==> src/rtl/fp_mul_arb.sv <==
// Round-robin arbiter that lets NREQ requesters share one pipelined fp_mul.
// A tag pipeline tracks each issued op so the result is steered back to its owner.
module fp_mul_arb #(
    parameter int NREQ    = 4,
    parameter int LATENCY = 5
) (
    input  logic                 clk,
    input  logic                 areset,
    input  logic                 hold,
    input  logic [NREQ-1:0]      req_valid,
    input  logic [32*NREQ-1:0]   req_a,
    input  logic [32*NREQ-1:0]   req_b,
    output logic [NREQ-1:0]      req_ready,
    output logic [31:0]          mul_a,
    output logic [31:0]          mul_b,
    input  logic [31:0]          mul_q,
    output logic [NREQ-1:0]      rsp_valid,
    output logic [31:0]          rsp_q,
    output logic [4:0]           inflight,
    output logic                 busy
);

    localparam int IDXW = (NREQ > 1) ? $clog2(NREQ) : 1;

    typedef struct packed {
        logic            valid;
        logic [IDXW-1:0] idx;
    } tag_t;

    logic [IDXW-1:0] rr_ptr_q, rr_ptr_d;
    logic [31:0]     mul_a_q, mul_a_d;
    logic [31:0]     mul_b_q, mul_b_d;
    tag_t            issue_q, issue_d;
    tag_t            tag_q [LATENCY];
    tag_t            tag_d [LATENCY];
    logic [4:0]      inflight_q, inflight_d;

    logic            grant_found;
    logic [IDXW-1:0] grant_idx;
    logic [NREQ-1:0] grant;
    logic [IDXW:0]   cand_sum;
    logic [IDXW-1:0] cand_idx;
    tag_t            tag_out;

    // Search starts at rr_ptr and wraps once; rr_ptr < NREQ so one subtraction suffices.
    // NOTE: every always_comb output gets a default first so no path can infer a latch.
    always_comb begin
        grant       = '0;
        grant_idx   = '0;
        grant_found = 1'b0;
        cand_sum    = '0;
        cand_idx    = '0;
        if (areset && !hold) begin
            for (int k = 0; k < NREQ; k++) begin
                cand_sum = {1'b0, rr_ptr_q} + (IDXW+1)'(k);
                if (cand_sum >= (IDXW+1)'(NREQ)) begin
                    cand_sum = cand_sum - (IDXW+1)'(NREQ);
                end
                cand_idx = cand_sum[IDXW-1:0];
                if (!grant_found && req_valid[cand_idx]) begin
                    grant_found     = 1'b1;
                    grant_idx       = cand_idx;
                    grant[cand_idx] = 1'b1;
                end
            end
        end
    end

    assign tag_out = tag_q[LATENCY-1];

    always_comb begin
        rr_ptr_d = rr_ptr_q;
        mul_a_d  = mul_a_q;
        mul_b_d  = mul_b_q;
        issue_d  = '{valid: grant_found, idx: grant_idx};
        if (grant_found) begin
            rr_ptr_d = (grant_idx == IDXW'(NREQ-1)) ? '0 : grant_idx + 1'b1;
            mul_a_d  = req_a[32*grant_idx +: 32];
            mul_b_d  = req_b[32*grant_idx +: 32];
        end
        // issue_q lines up with mul_a/mul_b; the last tag stage lines up with mul_q.
        tag_d[0] = issue_q;
        for (int s = 1; s < LATENCY; s++) begin
            tag_d[s] = tag_q[s-1];
        end
        inflight_d = inflight_q + {4'b0, grant_found} - {4'b0, tag_out.valid};
    end

    // NOTE: state registers use non-blocking assignments so every flop samples pre-edge values.
    always_ff @(posedge clk) begin
        if (!areset) begin
            rr_ptr_q   <= '0;
            mul_a_q    <= '0;
            mul_b_q    <= '0;
            issue_q    <= '0;
            inflight_q <= '0;
            // NOTE: the tag array must be reset; a stale valid bit would emit a phantom response.
            for (int s = 0; s < LATENCY; s++) begin
                tag_q[s] <= '0;
            end
        end else begin
            rr_ptr_q   <= rr_ptr_d;
            mul_a_q    <= mul_a_d;
            mul_b_q    <= mul_b_d;
            issue_q    <= issue_d;
            inflight_q <= inflight_d;
            tag_q      <= tag_d;
        end
    end

    always_comb begin
        rsp_valid = '0;
        rsp_q     = '0;
        if (tag_out.valid) begin
            rsp_valid[tag_out.idx] = 1'b1;
            rsp_q                  = mul_q;
        end
    end

    assign req_ready = grant;
    assign mul_a     = mul_a_q;
    assign mul_b     = mul_b_q;
    assign inflight  = inflight_q;
    assign busy      = (inflight_q != 5'd0);

endmodule

==> config.mk <==
export PLATFORM = sky130hd
export DESIGN_NAME = fp_mul_arb
export DESIGN_NICKNAME = d
export VERILOG_FILES = /design/src/rtl/fp_mul_arb.sv
export SDC_FILE = /design/constraint.sdc
export NUM_CORES = 1
export LEC_CHECK = 0
export CAP_MARGIN = 40
export CORE_AREA = 10 10 150 152
export CTS_BUF_LIST = sky130_fd_sc_hd__clkbuf_2 sky130_fd_sc_hd__clkbuf_4 sky130_fd_sc_hd__clkbuf_8
export CTS_CLUSTER_SIZE = 8
export DETAILED_ROUTE_END_ITERATION = 8
export DIE_AREA = 0 0 160 162
export GPL_ROUTABILITY_DRIVEN = 0
export HOLD_SLACK_MARGIN = 0.08
export PLACE_DENSITY = 0.76
export RECOVER_POWER = 100
export SETUP_SLACK_MARGIN = 0.1
export SKIP_CTS_REPAIR_TIMING = 1
export SLEW_MARGIN = 5
export SYNTH_ARGS = -nofsm -noshare
export SYNTH_HDL_FRONTEND = slang
export SYNTH_SLANG_ARGS = --single-unit
==> constraint.sdc <==
create_clock -name clk -period 3 [get_ports clk]
set_clock_uncertainty 0.1 [all_clocks]
set_input_delay 0.75 -clock clk [delete_from_list [all_inputs] [get_ports clk]]
set_output_delay 0.75 -clock clk [all_outputs]
set_load 0.005 [all_outputs]
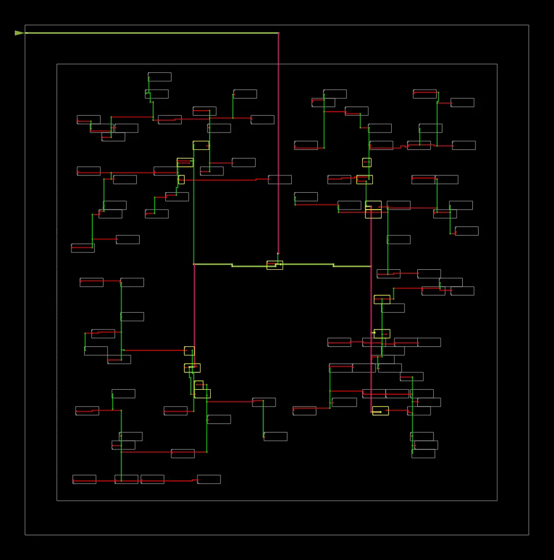
clocks.png
clock buf count: 13
sequential cell count: 89
total CTS buffers: 9

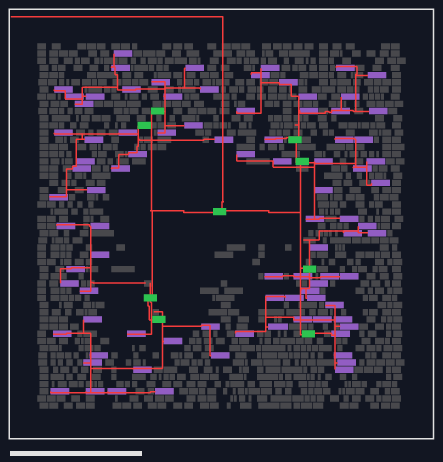
clk_routes.png
Bar = 50 µm.
clock drivers -> green  # count 9
flip-flops -> purple  # count 89
clock wires -> red  # length 1,400 µm
flops lie = all over the die
Clk network pwr share: 17.0%
Latency at later pin: 350 ps
Power Clock: 0.805 mW

==> results_slide.txt <==
Flow Results at a Glance

Worst setup path
  – Crit path kind: input pin to output port
  – CP endpoint kind: output port
  – CP startpoint kind: input pin
  – Crit path max fanout: 5
  – Reg2reg setup slack: ~150 ps

Synthesis
  – Sequential-to-total area share from yosys stat: between 30% and 40%
  – Share of synthesized registers carrying an async set or reset: 0%
  – Syn nets: 956
  – Yosys stat cell total: about 650
  – Avg Cell Area, Syn: between 8 and 9 µm²
  – Synth warn: 0
  – Yosys stat area: between 5000 and 6000 µm²

Worst hold path
  – Hold path depth: 1
  – Hold crit path type: flip-flop to flip-flop
  – Worst Hold Path EP: tag_d[4]$_SDFF_PN0_
  – HP Start: tag_d[7]$_SDFF_PN0_

Pwr
  – Total Power: between 4 and 5 mW
  – Top power group: combinational cells
  – Leak: between 4 and 5 nW
  – Power per cell area: roughly 430 nW/µm²
  – Seq group: 1.44 mW

Die
  – Row count: approximately 50
  – CORE AREA: about 19,000 µm²
  – Chip Area: about 26,000 µm²

Clock network
  – Worst-case clock buffer depth: 2
  – Worst-path clk slew: approximately 80 ps

Global route
  – Global-route wire length before repair: ~41,000 µm
  – Grt total ovfl: 0
  – Largest net degree at the start of global routing: just over 40

Routing
  – Vias per cell: roughly 5.2
  – # DRC: 0

STA
  – Final hold violations: 0
  – Final WS setup: -120 ps
  – Final setup vio count: 4
  – RSZ-0062 raised after global routing: yes
  – Max Slew Vio Count: 0
  – Cycle use final: 104%

Outcome
  – Status: finished with violations
  – Failing checks: setup timing

Flow run
  – Tool Warnings: 35
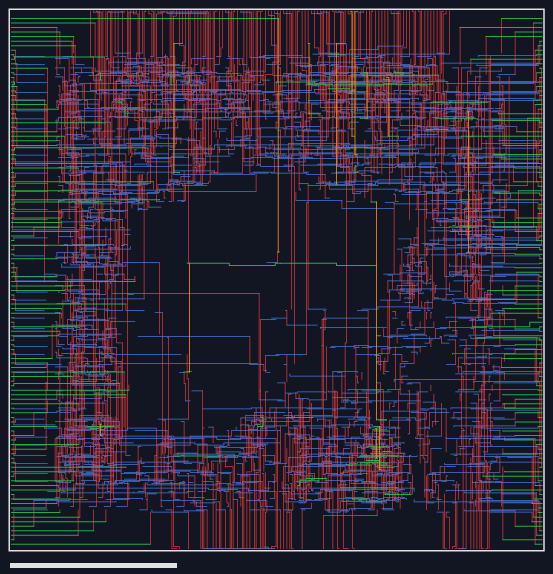
wires.png
Bar = 50 µm.
metal 2 -> red  # wire length 14,600 µm
metal 3 -> green  # wire length 2,760 µm
metal 1 -> blue  # wire length 11,100 µm
metal 4 -> orange  # wire length 449 µm
WL final: 28,900 µm
Global Route Usage Sum: 19.9%
routed vias: 7,121

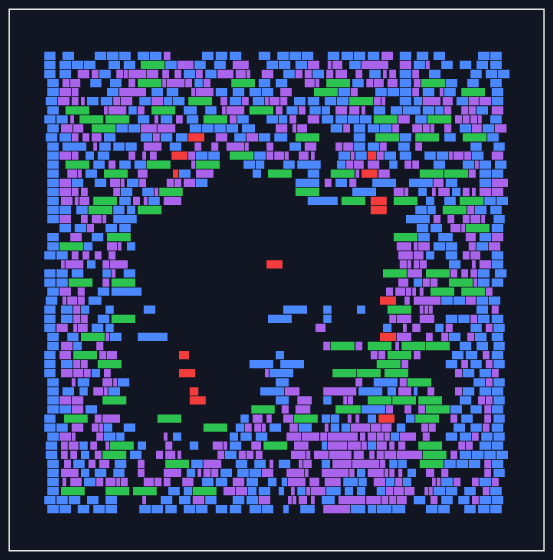
placement_by_type.png
combinational and other logic -> purple  # cells 482
clock drivers and dummy loads -> red  # cells 15
sequential cells -> green  # cells 89
remaining buffers and delay cells -> blue  # cells 509

[critical path, stage by stage]
cell and delay [ps]:
dlymetal6s2s_1 180, mux4_2 570, nor2b_4 200, buf_6 120, a22oi_2 40, nor2_1 150
a221oi_2 50, nor2_1 100, buf_2 120
[registers in the layout, summed over array words and instances, names as in the netlist]
register  flops
issue_q       3
mul_b        32
inflight      5
tag_d        12
rr_ptr_q      2
tag_out       3
mul_a        32
[through the flow]
| stage | hold WS, ps | setup WS, ps | std cells | utilization [%] | area [µm²] |
|---|---|---|---|---|---|
| floorplan | 312 | 104 | 646 | - | 5680 |
| finish | 337 | -120 | 1360 | 57.4 | 11100 |
| CTS | 337 | -755 | 1342 | 55.3 | 10700 |
| global placement | 313 | -685 | 1327 | 54.3 | 10500 |
| global route | 348 | -259 | 1360 | 57.4 | 11100 |
| detailed placement | 319 | -749 | 1327 | 54.3 | 10500 |
[routing by layer]
metal / vias to the layer above / routed length, µm / track usage, %
met4: 0 / 448 / 5.43
met5: - / 0 / 0
met3: 30 / 2760 / 7.86
met2: 365 / 14600 / 34.7
li1: 3372 / - / -
met1: 3354 / 11100 / 21.9
[cells by family (layout without fill, tap and decap cells)]
kind of cell / count (synthesis) / after routing / synth area share (%)
buffers and inverters: 87 / 535 / 7.59
DFF: 89 / 89 / 31.5
adders and majority gates: 15 / 15 / 3.45
xor gates and xnor gates: 3 / 3 / 0.465
muxes: 70 / 71 / 13.1
AOI/OAI and AO/OA: 98 / 98 / 16.1
and+or+nand+nor: 284 / 284 / 27.8
[final cells by class]
cell class	instances	area, µm²	area share, %
Inverter	11	41.3	0.371
Sequential cell	89	1780	16.0
Tap cell	265	332	2.98
Clock inverter	2	13.8	0.124
Multi-Input combinational cell	471	3660	32.9
Timing Repair Buffer	509	5130	46.1
Clock buffer	13	166	1.50
Power is estimated from default activity; no workload was simulated.
